--- config.mk ---
export PLATFORM = sky130hd
export DESIGN_NAME = ctrl_pipe_hazard_flat
export DESIGN_NICKNAME = d
export VERILOG_FILES = /design/src/rtl/ctrl_pipe_hazard_pkg.sv /design/src/rtl/ctrl_pipe_hazard_if.sv /design/src/rtl/ctrl_pipe_hazard_hazard_unit.sv /design/src/rtl/ctrl_pipe_hazard.sv /design/src/flat_wrapper.sv
export SDC_FILE = /design/constraint.sdc
export NUM_CORES = 1
export LEC_CHECK = 0
export CORE_ASPECT_RATIO = 0.9
export CORE_UTILIZATION = 45
export DETAILED_ROUTE_END_ITERATION = 8
export PLACE_DENSITY_LB_ADDON = 0.05
export SLEW_MARGIN = 10
export SYNTH_ARGS = -nofsm -noshare
export SYNTH_HDL_FRONTEND = slang
export SYNTH_HIERARCHICAL = 1
export SYNTH_SLANG_ARGS = --single-unit
export TNS_END_PERCENT = 20
--- constraint.sdc ---
create_clock -name clk -period 2.1 [get_ports clk]
set_input_delay 0.42 -clock clk [delete_from_list [all_inputs] [get_ports clk]]
set_output_delay 0.42 -clock clk [all_outputs]
set_load 0.01 [all_outputs]
--- src/rtl/ctrl_pipe_hazard_pkg.sv ---
// Shared control-word type, bubble constant and forwarding select codes for
// the ID/EX/MEM/WB control pipeline.
package ctrl_pkg;

  localparam int CTRL_REG_ADDR_W = 5;
  localparam int CTRL_ALUOP_W    = 2;

  localparam logic [1:0] FWD_REG = 2'b00;
  localparam logic [1:0] FWD_WB  = 2'b01;
  localparam logic [1:0] FWD_MEM = 2'b10;

  typedef struct packed {
    logic                    branch;
    logic                    mem_read;
    logic                    mem_to_reg;
    logic                    mem_write;
    logic                    alu_src;
    logic                    reg_write;
    logic [CTRL_ALUOP_W-1:0] alu_op;
  } ctrl_word_t;

  localparam ctrl_word_t CTRL_BUBBLE = '0;

endpackage

--- src/rtl/ctrl_pipe_hazard_if.sv ---
// Decoder-side control inputs and per-stage control/forwarding outputs of the
// control pipeline; slave is the pipeline, master is whoever drives ID.
interface ctrl_pipe_hazard_if #(
  parameter int REG_ADDR_W = 5,
  parameter int ALUOP_W    = 2
);
  logic                  id_valid;
  logic                  id_branch;
  logic                  id_mem_read;
  logic                  id_mem_to_reg;
  logic                  id_mem_write;
  logic                  id_alu_src;
  logic                  id_reg_write;
  logic [ALUOP_W-1:0]    id_alu_op;
  logic [REG_ADDR_W-1:0] id_rs1;
  logic [REG_ADDR_W-1:0] id_rs2;
  logic                  id_uses_rs2;
  logic [REG_ADDR_W-1:0] id_rd;
  logic                  branch_flush;

  logic                  stall_if_id;
  logic                  ex_alu_src;
  logic [ALUOP_W-1:0]    ex_alu_op;
  logic                  ex_branch;
  logic [1:0]            fwd_a;
  logic [1:0]            fwd_b;
  logic                  mem_mem_read;
  logic                  mem_mem_write;
  logic                  wb_reg_write;
  logic                  wb_mem_to_reg;
  logic [REG_ADDR_W-1:0] wb_rd;

  modport master (
    output id_valid, id_branch, id_mem_read, id_mem_to_reg, id_mem_write,
           id_alu_src, id_reg_write, id_alu_op, id_rs1, id_rs2, id_uses_rs2,
           id_rd, branch_flush,
    input  stall_if_id, ex_alu_src, ex_alu_op, ex_branch, fwd_a, fwd_b,
           mem_mem_read, mem_mem_write, wb_reg_write, wb_mem_to_reg, wb_rd
  );

  modport slave (
    input  id_valid, id_branch, id_mem_read, id_mem_to_reg, id_mem_write,
           id_alu_src, id_reg_write, id_alu_op, id_rs1, id_rs2, id_uses_rs2,
           id_rd, branch_flush,
    output stall_if_id, ex_alu_src, ex_alu_op, ex_branch, fwd_a, fwd_b,
           mem_mem_read, mem_mem_write, wb_reg_write, wb_mem_to_reg, wb_rd
  );

endinterface

--- src/rtl/ctrl_pipe_hazard_hazard_unit.sv ---
// Combinational load-use detection against the ID instruction and per-operand
// EX forwarding select (MEM result beats WB result).
module ctrl_hazard_unit
  import ctrl_pkg::*;
#(
  parameter int REG_ADDR_W = CTRL_REG_ADDR_W,
  parameter int NUM_OPS    = 2
) (
  input  logic                                ex_mem_read,
  input  logic [REG_ADDR_W-1:0]               ex_rd,
  input  logic [NUM_OPS-1:0][REG_ADDR_W-1:0]  ex_rs,
  input  logic                                id_valid,
  input  logic [REG_ADDR_W-1:0]               id_rs1,
  input  logic [REG_ADDR_W-1:0]               id_rs2,
  input  logic                                id_uses_rs2,
  input  logic                                mem_reg_write,
  input  logic [REG_ADDR_W-1:0]               mem_rd,
  input  logic                                wb_reg_write,
  input  logic [REG_ADDR_W-1:0]               wb_rd,
  output logic                                load_use,
  output logic [NUM_OPS-1:0][1:0]             fwd
);

  logic mem_live, wb_live;

  // x0 is never a forwarding source even if a writer somehow targets it
  assign mem_live = mem_reg_write && (mem_rd != '0);
  assign wb_live  = wb_reg_write  && (wb_rd  != '0);

  assign load_use = ex_mem_read && (ex_rd != '0) && id_valid &&
                    ((ex_rd == id_rs1) || (id_uses_rs2 && (ex_rd == id_rs2)));

  for (genvar g = 0; g < NUM_OPS; g++) begin : g_fwd
    assign fwd[g] = (mem_live && (mem_rd == ex_rs[g])) ? FWD_MEM :
                    (wb_live  && (wb_rd  == ex_rs[g])) ? FWD_WB  : FWD_REG;
  end

endmodule

--- src/rtl/ctrl_pipe_hazard.sv ---
// Control pipeline for the 5-stage RV32I core: carries the decoded control word
// ID->EX->MEM->WB, inserts load-use bubbles, applies branch flush, drives forwarding.
module ctrl_pipe_hazard
  import ctrl_pkg::*;
#(
  parameter int REG_ADDR_W = CTRL_REG_ADDR_W,
  parameter int ALUOP_W    = CTRL_ALUOP_W
) (
  input logic               clk,
  input logic               reset,
  ctrl_pipe_hazard_if.slave bus
);

  typedef struct packed {
    ctrl_word_t            ctrl;
    logic [REG_ADDR_W-1:0] rs1;
    logic [REG_ADDR_W-1:0] rs2;
    logic [REG_ADDR_W-1:0] rd;
  } ex_stage_t;

  typedef struct packed {
    ctrl_word_t            ctrl;
    logic [REG_ADDR_W-1:0] rd;
  } late_stage_t;

  ex_stage_t   ex_q, ex_d;
  late_stage_t mem_q, wb_q;
  ctrl_word_t  id_word;
  logic        load_use;
  logic [1:0][1:0] fwd;

  always_comb begin
    id_word            = CTRL_BUBBLE;
    id_word.branch     = bus.id_branch;
    id_word.mem_read   = bus.id_mem_read;
    id_word.mem_to_reg = bus.id_mem_to_reg;
    id_word.mem_write  = bus.id_mem_write;
    id_word.alu_src    = bus.id_alu_src;
    id_word.reg_write  = bus.id_reg_write && (bus.id_rd != '0);
    id_word.alu_op     = CTRL_ALUOP_W'(bus.id_alu_op);

    // flush and load-use both replace the ID instruction with a bubble in EX
    ex_d = '0;
    if (bus.id_valid && !load_use && !bus.branch_flush) begin
      ex_d.ctrl = id_word;
      ex_d.rs1  = bus.id_rs1;
      ex_d.rs2  = bus.id_rs2;
      ex_d.rd   = bus.id_rd;
    end
  end

  always_ff @(posedge clk) begin
    if (reset) begin
      ex_q  <= '0;
      mem_q <= '0;
      wb_q  <= '0;
    end else begin
      ex_q       <= ex_d;
      mem_q.ctrl <= ex_q.ctrl;
      mem_q.rd   <= ex_q.rd;
      wb_q       <= mem_q;
    end
  end

  ctrl_hazard_unit #(
    .REG_ADDR_W (REG_ADDR_W),
    .NUM_OPS    (2)
  ) u_hazard (
    .ex_mem_read   (ex_q.ctrl.mem_read),
    .ex_rd         (ex_q.rd),
    .ex_rs         ({ex_q.rs2, ex_q.rs1}),
    .id_valid      (bus.id_valid),
    .id_rs1        (bus.id_rs1),
    .id_rs2        (bus.id_rs2),
    .id_uses_rs2   (bus.id_uses_rs2),
    .mem_reg_write (mem_q.ctrl.reg_write),
    .mem_rd        (mem_q.rd),
    .wb_reg_write  (wb_q.ctrl.reg_write),
    .wb_rd         (wb_q.rd),
    .load_use      (load_use),
    .fwd           (fwd)
  );

  assign bus.stall_if_id   = load_use && !bus.branch_flush;
  assign bus.ex_alu_src    = ex_q.ctrl.alu_src;
  assign bus.ex_alu_op     = ALUOP_W'(ex_q.ctrl.alu_op);
  assign bus.ex_branch     = ex_q.ctrl.branch;
  assign bus.fwd_a         = fwd[0];
  assign bus.fwd_b         = fwd[1];
  assign bus.mem_mem_read  = mem_q.ctrl.mem_read;
  assign bus.mem_mem_write = mem_q.ctrl.mem_write;
  assign bus.wb_reg_write  = wb_q.ctrl.reg_write;
  assign bus.wb_mem_to_reg = wb_q.ctrl.mem_to_reg;
  assign bus.wb_rd         = wb_q.rd;

endmodule

--- src/flat_wrapper.sv ---
// flat-port wrapper written by rule: the top's interface ports become plain ports
module ctrl_pipe_hazard_flat import ctrl_pkg::*;
#(
  parameter int REG_ADDR_W = CTRL_REG_ADDR_W,
  parameter int ALUOP_W    = CTRL_ALUOP_W
)
  (clk, reset, bus_id_valid, bus_id_branch, bus_id_mem_read, bus_id_mem_to_reg, bus_id_mem_write, bus_id_alu_src, bus_id_reg_write, bus_id_alu_op, bus_id_rs1, bus_id_rs2, bus_id_uses_rs2, bus_id_rd, bus_branch_flush, bus_stall_if_id, bus_ex_alu_src, bus_ex_alu_op, bus_ex_branch, bus_fwd_a, bus_fwd_b, bus_mem_mem_read, bus_mem_mem_write, bus_wb_reg_write, bus_wb_mem_to_reg, bus_wb_rd);
  ctrl_pipe_hazard_if #(.REG_ADDR_W(REG_ADDR_W), .ALUOP_W(ALUOP_W)) bus_i ();
  input logic clk;
  input logic reset;
  input wire logic [$bits(bus_i.id_valid)-1:0] bus_id_valid;
  input wire logic [$bits(bus_i.id_branch)-1:0] bus_id_branch;
  input wire logic [$bits(bus_i.id_mem_read)-1:0] bus_id_mem_read;
  input wire logic [$bits(bus_i.id_mem_to_reg)-1:0] bus_id_mem_to_reg;
  input wire logic [$bits(bus_i.id_mem_write)-1:0] bus_id_mem_write;
  input wire logic [$bits(bus_i.id_alu_src)-1:0] bus_id_alu_src;
  input wire logic [$bits(bus_i.id_reg_write)-1:0] bus_id_reg_write;
  input wire logic [$bits(bus_i.id_alu_op)-1:0] bus_id_alu_op;
  input wire logic [$bits(bus_i.id_rs1)-1:0] bus_id_rs1;
  input wire logic [$bits(bus_i.id_rs2)-1:0] bus_id_rs2;
  input wire logic [$bits(bus_i.id_uses_rs2)-1:0] bus_id_uses_rs2;
  input wire logic [$bits(bus_i.id_rd)-1:0] bus_id_rd;
  input wire logic [$bits(bus_i.branch_flush)-1:0] bus_branch_flush;
  output wire logic [$bits(bus_i.stall_if_id)-1:0] bus_stall_if_id;
  output wire logic [$bits(bus_i.ex_alu_src)-1:0] bus_ex_alu_src;
  output wire logic [$bits(bus_i.ex_alu_op)-1:0] bus_ex_alu_op;
  output wire logic [$bits(bus_i.ex_branch)-1:0] bus_ex_branch;
  output wire logic [$bits(bus_i.fwd_a)-1:0] bus_fwd_a;
  output wire logic [$bits(bus_i.fwd_b)-1:0] bus_fwd_b;
  output wire logic [$bits(bus_i.mem_mem_read)-1:0] bus_mem_mem_read;
  output wire logic [$bits(bus_i.mem_mem_write)-1:0] bus_mem_mem_write;
  output wire logic [$bits(bus_i.wb_reg_write)-1:0] bus_wb_reg_write;
  output wire logic [$bits(bus_i.wb_mem_to_reg)-1:0] bus_wb_mem_to_reg;
  output wire logic [$bits(bus_i.wb_rd)-1:0] bus_wb_rd;
  assign bus_i.id_valid = bus_id_valid;
  assign bus_i.id_branch = bus_id_branch;
  assign bus_i.id_mem_read = bus_id_mem_read;
  assign bus_i.id_mem_to_reg = bus_id_mem_to_reg;
  assign bus_i.id_mem_write = bus_id_mem_write;
  assign bus_i.id_alu_src = bus_id_alu_src;
  assign bus_i.id_reg_write = bus_id_reg_write;
  assign bus_i.id_alu_op = bus_id_alu_op;
  assign bus_i.id_rs1 = bus_id_rs1;
  assign bus_i.id_rs2 = bus_id_rs2;
  assign bus_i.id_uses_rs2 = bus_id_uses_rs2;
  assign bus_i.id_rd = bus_id_rd;
  assign bus_i.branch_flush = bus_branch_flush;
  assign bus_stall_if_id = bus_i.stall_if_id;
  assign bus_ex_alu_src = bus_i.ex_alu_src;
  assign bus_ex_alu_op = bus_i.ex_alu_op;
  assign bus_ex_branch = bus_i.ex_branch;
  assign bus_fwd_a = bus_i.fwd_a;
  assign bus_fwd_b = bus_i.fwd_b;
  assign bus_mem_mem_read = bus_i.mem_mem_read;
  assign bus_mem_mem_write = bus_i.mem_mem_write;
  assign bus_wb_reg_write = bus_i.wb_reg_write;
  assign bus_wb_mem_to_reg = bus_i.wb_mem_to_reg;
  assign bus_wb_rd = bus_i.wb_rd;
  ctrl_pipe_hazard #(.REG_ADDR_W(REG_ADDR_W), .ALUOP_W(ALUOP_W)) u_core (.clk(clk), .reset(reset), .bus(bus_i));
endmodule
Run 1, PDN straps and rails:
Pins as bars on the die edge. Tap cells in grey.
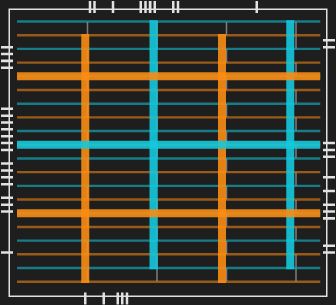
| colour | net |
|---|---|
| orange | VSS |
| cyan | VDD |
met4 straps: 4
rows: 19

Run 1, placement by cell class:
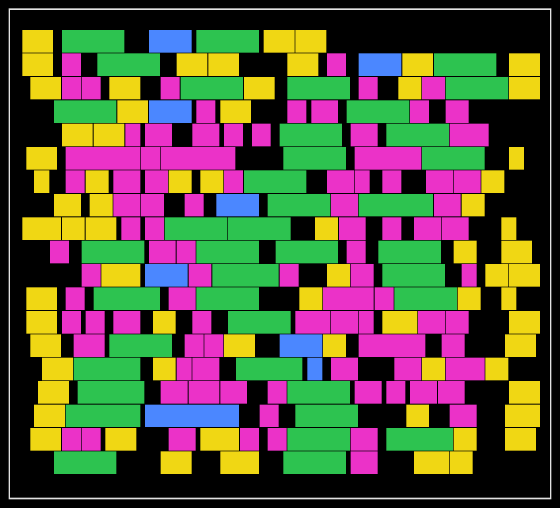
| colour | class | cells | share of their area |
|---|---|---|---|
| yellow | other buffers and delay cells | 69 | 27% |
| blue | clock drivers and dummy loads | 8 | 5.1% |
| magenta | combinational and other logic | 92 | 33% |
| green | flops | 39 | 35% |

Run 1, clock wires, drivers and flops:
Scale bar: 20 um.
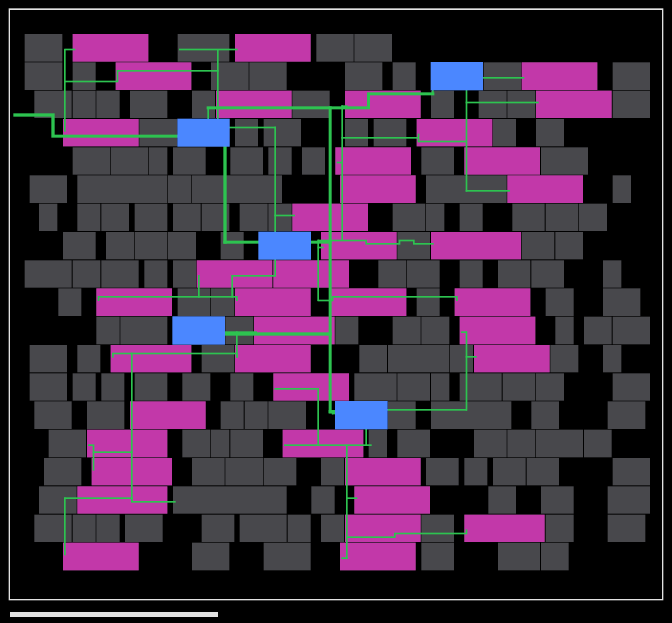
[green] clock wires | length: 402 um
[blue] clock drivers | count: 5
[magenta] flip-flops | count: 39
routed clock nets: 6

==> results.sh, run 1 <==
# physical design summary
export IMPL_seq_share_pct=33.8
export IMPL_ys_warn_count=6
export IMPL_die_area_mm2=0.00356
export IMPL_ys_cells=135
export IMPL_internal_power_w=0.00123
export IMPL_timing_final_ws_setup_ns=-0.128
export IMPL_hold_class="in -> reg"
export IMPL_violations="negative setup slack"
export IMPL_stdcell_area_mm2=0.00235
export IMPL_ys_seq_share_pct=52.2
export IMPL_setup_viol=3
export IMPL_grt_pass1_wl_um=5140
export IMPL_status="finished, violations left"
export IMPL_gp_congestion=0.796
export IMPL_track_usage_pct=19.0
export IMPL_yosys_top_cells_count="dfxtp_1, and2_1, xor2_1"
export IMPL_grt_overflow=0
export IMPL_fin_crit_sh_pct=106
export IMPL_timing_clock_skew_ns=0.00756
export IMPL_crit_chain="or4_4 -> o21ai_4 -> nor4_4 -> nor4_2 -> buf_2"
export IMPL_n_fill_cell=223
export IMPL_total_power_w=0.00154
export IMPL_clock_path_buffers=2
==> run 1: per-stage QoR <==
| step | std cells | hold slack (ns) |
|---|---|---|
| 3_3_place_gp | 236 | 0.414 |
| 4_1_cts | 248 | 0.442 |
| 3_5_place_dp | 236 | 0.425 |
| 6_report | 250 | 0.401 |
| 2_1_floorplan | 135 | 0.411 |
| 5_1_grt | 250 | 0.414 |
==> run 1: kinds of logic after synthesis <==
kind of cell | Yosys count | synth area share, %
and+or+nand+nor | 56 | 25.7
DFF | 39 | 52.2
xor gates and xnor gates | 30 | 17.6
AOI/OAI and AO/OA | 5 | 2.43
buffers and inverters | 5 | 2.09
==> run 1: placed cells by master, fill, tap and decap left out, types with 2 or more instances in the layout <==
| master | n |
|---|---|
| clkdlybuf4s50_1 | 33 |
| buf_4 | 22 |
| clkbuf_8 | 6 |
| buf_2 | 4 |
| and2_1 | 22 |
| nor4_2 | 2 |
| nand3_1 | 4 |
| dfxtp_2 | 6 |
| clkdlybuf4s15_1 | 2 |
| dlymetal6s2s_1 | 4 |
| dfxtp_4 | 2 |
| nor4_4 | 2 |
| nor4b_4 | 2 |
| and2b_1 | 3 |
| nor2b_1 | 14 |
| dfxtp_1 | 31 |
| xor2_1 | 21 |
| buf_6 | 3 |
| or4_1 | 4 |
| xnor2_1 | 9 |
==> run 1: per-layer routing <==
metal / GRT usage, % / part of all wire (%)
met3: 5.08 / 4.7
met5: 0 / 0
met2: 35.9 / 52
met4: 6.98 / 1.3
met1: 20.1 / 42
==> run 1: worst max-delay path: cells and delay by family (launching register included) <==
family | cells | cell delay, ns
flip-flops | 1 | 0.32
AND-OR/OR-AND | 1 | 0.19
buffers and inverters | 1 | 0.17
AND/OR/NAND/NOR | 3 | 0.86
Run 1, metal layers overlaid:
Scale bar: 20 um.
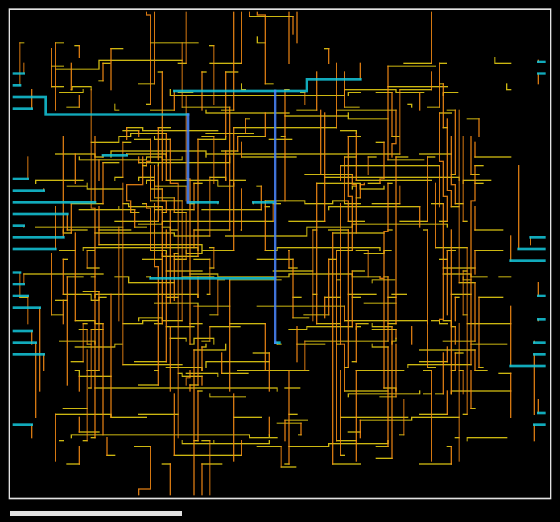

==> run 2, diff against run 1 <==
CORE_ASPECT_RATIO = 0.6   (was 0.9)
Run 2, metal layers overlaid:
Scale bar: 20 um.
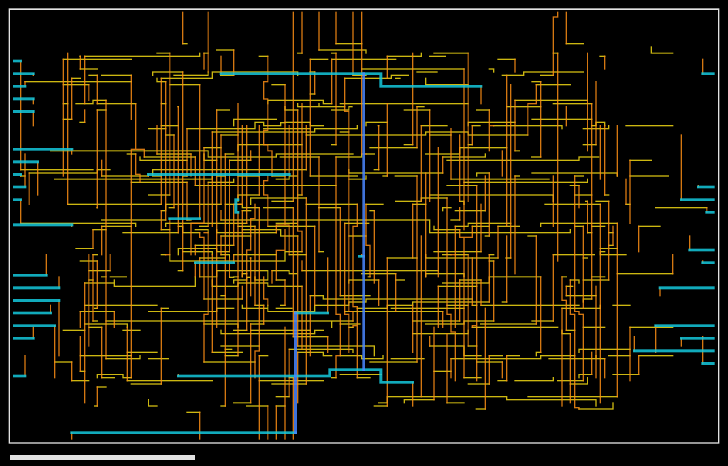
| colour | layer | wire length |
|---|---|---|
| blue | metal 4 | 44.9 um |
| orange | metal 2 | 1830 um |
| yellow | metal 1 | 1500 um |
| cyan | metal 3 | 195 um |

Run 2, clock wires, drivers and flops:
Scale bar: 20 um.
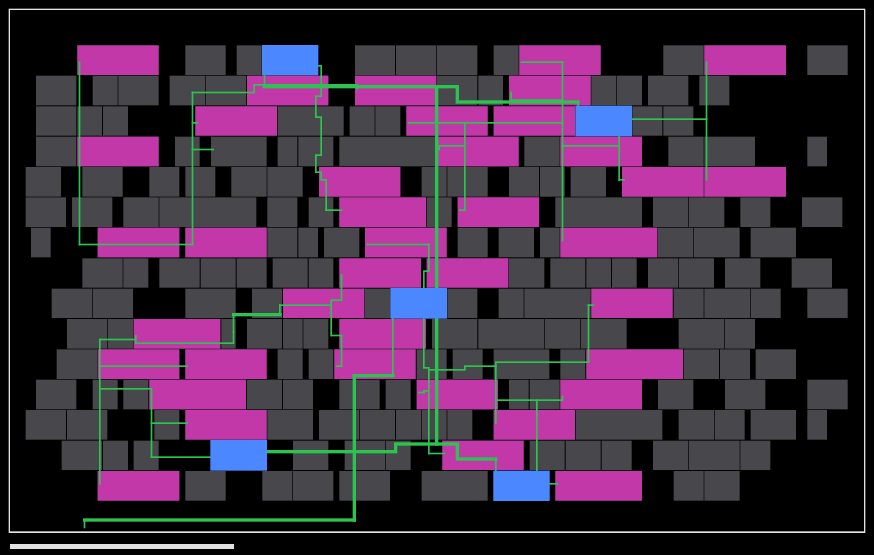
[blue] clock drivers | count: 5
[green] clock wires | length: 446 um
[magenta] flip-flops | count: 39
routed clock nets: 6

Run 2, routing congestion map:
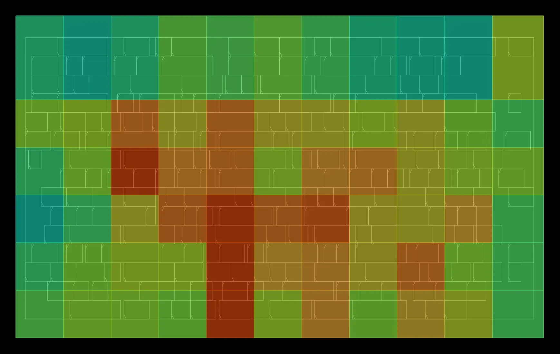
WL per Instance: 14.3 um
utilization after layout: 79.0%
gr usage total: 21.1%
GR Util met3: 7.33%
Top Usage Layer GRT: met2

==> run 2 against run 1 <==
The flow still finishes with violations (negative setup slack); worst setup slack improved by 0.0045 ns; first-iteration DRC count grew 130%; critical path type unchanged; critical endpoint unchanged; via count up 1.3%; global-route usage grew 2.1 points; wire length rose by 19%; power is 4.9% lower; critical path depth is 1 higher; clock power fell by 14%; worst hold slack improved by 0.016 ns.
==> results.sh, run 2 <==
# physical design summary
export IMPL_status="finished, violations left"
export IMPL_violations="negative setup slack"
export IMPL_syn_inst=135
export IMPL_gp_congestion=0.776
export IMPL_ys_seq_share_pct=52.2
export IMPL_ys_cells=135
export IMPL_rr_worst_depth=6
export IMPL_total_power_w=0.00146
export IMPL_grt_overflow=0
export IMPL_rsz0062_at_grt="yes"
export IMPL_yosysTopAreaCell="dfxtp_1"
export IMPL_ys_warn_count=6
export IMPL_clock_path_buffers=2
export IMPL_crit_path_start_kind="flip-flop"
export IMPL_largest_reg_flops=19
export IMPL_fin_crit_sh_pct=106
export IMPL_finalHoldViolations=0
export IMPL_worstMarginPinSlew_ns=0.563
export IMPL_ys_flop_type="dfxtp_1"
export IMPL_setup_viol=4
export IMPL_die_h_um=46.7
export IMPL_timing_final_ws_setup_ns=-0.123
export IMPL_r2r_end="u_core/ex_q[21]$_SDFF_PP0_"
export IMPL_num_vias=1159
export IMPL_drcViolationCount=0
export IMPL_warning_count=28
export IMPL_num_rows=15
export IMPL_die_area_mm2=0.00356
export IMPL_synth_distinct_cells=21
export IMPL_cp_max_fo=2
export IMPL_dr_pass1_iters=4
export IMPL_layout_top_cell="clkdlybuf4s50_1"
export IMPL_timing_clock_skew_ns=0.00302
export IMPL_final_layout_top_logic_cells="clkdlybuf4s50_1, dfxtp_1, buf_4"
export IMPL_hold_path_end="u_core/ex_q[14]$_SDFF_PP0_"
export IMPL_yosys_top_cells_count="dfxtp_1, and2_1, xor2_1"
export IMPL_area_delta_synth_final_pct=58.7
export IMPL_endpoint_kind="output pin"
export IMPL_grt_pass1_wl_um=5300
export IMPL_hp_start="bus_id_rs1[4]"
export IMPL_antenna_diode_count=0
export IMPL_hold_class="in -> reg"
export IMPL_ys_flops=39
export IMPL_final_nets=235
export IMPL_clk_latency_ns=0.29
export IMPL_cts_sinks=39
export IMPL_synth_nets=163
export IMPL_grt_pass1_vias=1123
## run 2: cell counts after synthesis
Identical to the previous run, type by type.
## run 2: timing repair
item                                    in CTS  in global routing
resized                                     39                 19
gates cloned                                 1                  0
endpoints found under the setup margin      28                 28
pin swaps                                    9                 15
hold buffers                                 0                  0
setup buffers                                1                  2
## run 2: routing by layer
layer  part of all wire, %  routed length, um  track usage (%)
met5                     0                  0                0
met1                    42               1500             23.2
met3                   5.4                194             7.33
met4                   1.2                 44             8.08
met2                    51               1830             39.1
## run 2: area by class of cell
class / count / area, um^2
clock buffers: 8 / 100
well taps: 42 / 52.6
fillers: 191 / 629
flip-flops and latches: 39 / 797
multi-input cells: 92 / 802
repair buffers: 69 / 622
## run 2: metrics by stage
stage / instance area, um^2 / instances / TNS, ns / hold WS, ns / setup slack, ns
2_1_floorplan: 1500 / 135 / 0 / 0.411 / 0.217
3_3_place_gp: 2120 / 238 / -9.48 / 0.415 / -0.582
3_5_place_dp: 2120 / 238 / -11.07 / 0.431 / -0.630
4_1_cts: 2300 / 248 / -0.622 / 0.448 / -0.155
5_1_grt: 2370 / 250 / -0.883 / 0.415 / -0.214
6_report: 2370 / 250 / -0.377 / 0.417 / -0.123
## run 2: power breakdown
group          leakage, nW  internal, W  switching [W]
logic                0.682    0.0000928      0.0000577
clock network       0.0515     0.000299       0.000245
registers            0.321     0.000752      0.0000133
total                 1.05      0.00114       0.000316
## run 2: kinds of logic after synthesis
group,after synthesis,share of synthesized area [%]
DFF,39,52.2
buffers and inverters,5,2.09
xor gates and xnor gates,30,17.6
and+or+nand+nor,56,25.7
AOI/OAI and AO/OA,5,2.43
## run 2: critical path, stage by stage (launching register included)
cell	delay, ns
dfxtp_2	0.32
or4_4	0.54
o21ai_4	0.21
buf_6	0.13
nor4_4	0.03
nor4_2	0.12
buf_2	0.16
Run 2, PDN straps and rails:
Pins as bars on the die edge. Tap cells in grey.
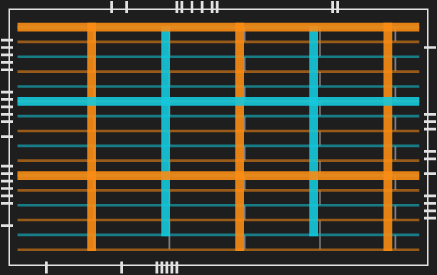

==> run 3, diff against run 2 <==
REMOVE_ABC_BUFFERS = 1   (was default)
Run 3, PDN straps and rails:
Pins as bars on the die edge. Tap cells in grey.
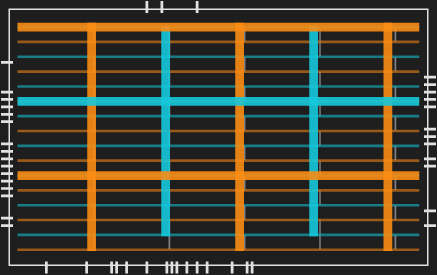
| colour | net |
|---|---|
| cyan | VDD |
| orange | VSS |
tap cells: 42
signal pins: 46
rows: 15
met5 straps: 3

Run 3, metal layers overlaid:
Scale bar: 20 um.
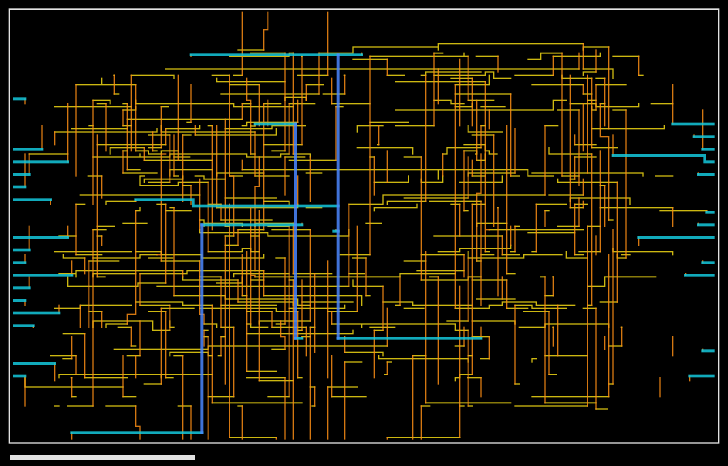
via count: 1158
WL per Instance: 13.2 um
Post-Route WL: 3280 um
gr usage total: 20.2%

Run 3, routing congestion map:
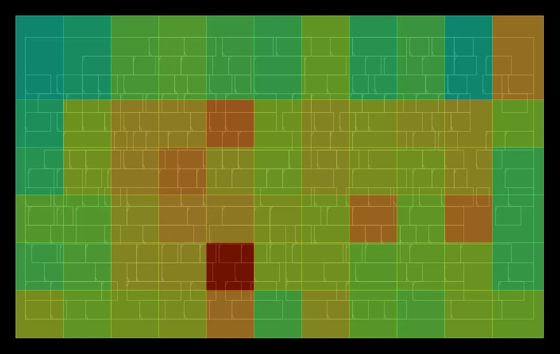
utilization after layout: 76.9%
GR Util met3: 7.13%
M1 GR Usage: 23.5%
met2 Track Usage GR: 33.5%

==> run 3 against run 2 <==
The flow still finishes with violations (negative setup slack); fmax is 0.57% lower; highest routed layer unchanged; clock skew is 0.0045 ns higher; sequential share of layout area is 0.60 points higher; global-route usage is 0.90 points lower; critical path type unchanged; combinational power is 4% lower.
==> results.sh, run 3 <==
# physical design summary
export IMPL_status="finished, violations left"
export IMPL_violations="negative setup slack"
export IMPL_flop_area_um2=790
export IMPL_rsz0062_at_grt="yes"
export IMPL_hold_class="in -> reg"
export IMPL_r2r_end="u_core/ex_q[20]$_SDFF_PP0_"
export IMPL_final_nets=234
export IMPL_hold_ws_ns=0.406
export IMPL_antenna_diode_count=0
export IMPL_n_fill_cell=208
export IMPL_cts_hold_buffers=0
export IMPL_endpoint_kind="output pin"
export IMPL_logic_area_um2=766
export IMPL_slowest_stage="or4_4"
export IMPL_drcViolationCount=0
export IMPL_finalHoldViolations=0
export IMPL_gp_congestion=0.768
export IMPL_setup_viol=4
export IMPL_area_delta_synth_final_pct=54.5
export IMPL_cts_sinks=39
export IMPL_timing_final_ws_setup_ns=-0.136
-- run 3: routing by layer --
metal | track usage (%) | vias to the layer above | part of all wire [%]
li1 | - | 588 | -
met1 | 23.5 | 525 | 47
met2 | 33.5 | 37 | 45
met3 | 7.13 | 8 | 5.2
met4 | 11.9 | 0 | 2.3
met5 | 0 | - | 0
-- run 3: layout make-up --
cell class              count  area share (%)
clock buffers               6            3.14
flip-flops and latches     39            34.2
clock inverters             2           0.542
multi-input cells          92            33.2
well taps                  42            2.28
repair buffers             68            26.7
-- run 3: logic make-up after synthesis --
family,count (synthesis),synth area share [%]
AOI/OAI and AO/OA,5,2.43
and+or+nand+nor,56,25.7
DFF,39,52.2
xor gates and xnor gates,30,17.6
buffers and inverters,5,2.09
-- run 3: worst max path at each step --
stage / start / endpoint / cells past startpoint
floorplan: u_core/ex_q[1]$_SDFF_PP0_ / u_core/ex_q[17]$_SDFF_PP0_ / 5
global placement: bus_id_rs2[1] / bus_stall_if_id / 7
detailed placement: bus_id_rs2[1] / bus_stall_if_id / 7
CTS: u_core/mem_q[1]$_SDFF_PP0_ / bus_fwd_a[0] / 6
global route: u_core/mem_q[1]$_SDFF_PP0_ / bus_fwd_a[0] / 6
finish: u_core/mem_q[1]$_SDFF_PP0_ / bus_fwd_a[0] / 6
-- run 3: what timing repair did --
item | CTS | global route
endpoints found under the hold margin | 0 | 0
endpoints found under the setup margin | 28 | 28
resized | 35 | 8
gates cloned | 1 | 0
pin swaps | 7 | 11
setup buffers | 4 | 1
-- run 3: power breakdown --
group	total, W	switching, W	internal [W]
combinational	0.000145	0.0000539	0.0000909
clock	0.000487	0.000255	0.000232
sequential	0.000768	0.0000123	0.000756
total	0.00140	0.000321	0.00108
Power and IR drop assume default switching activity.
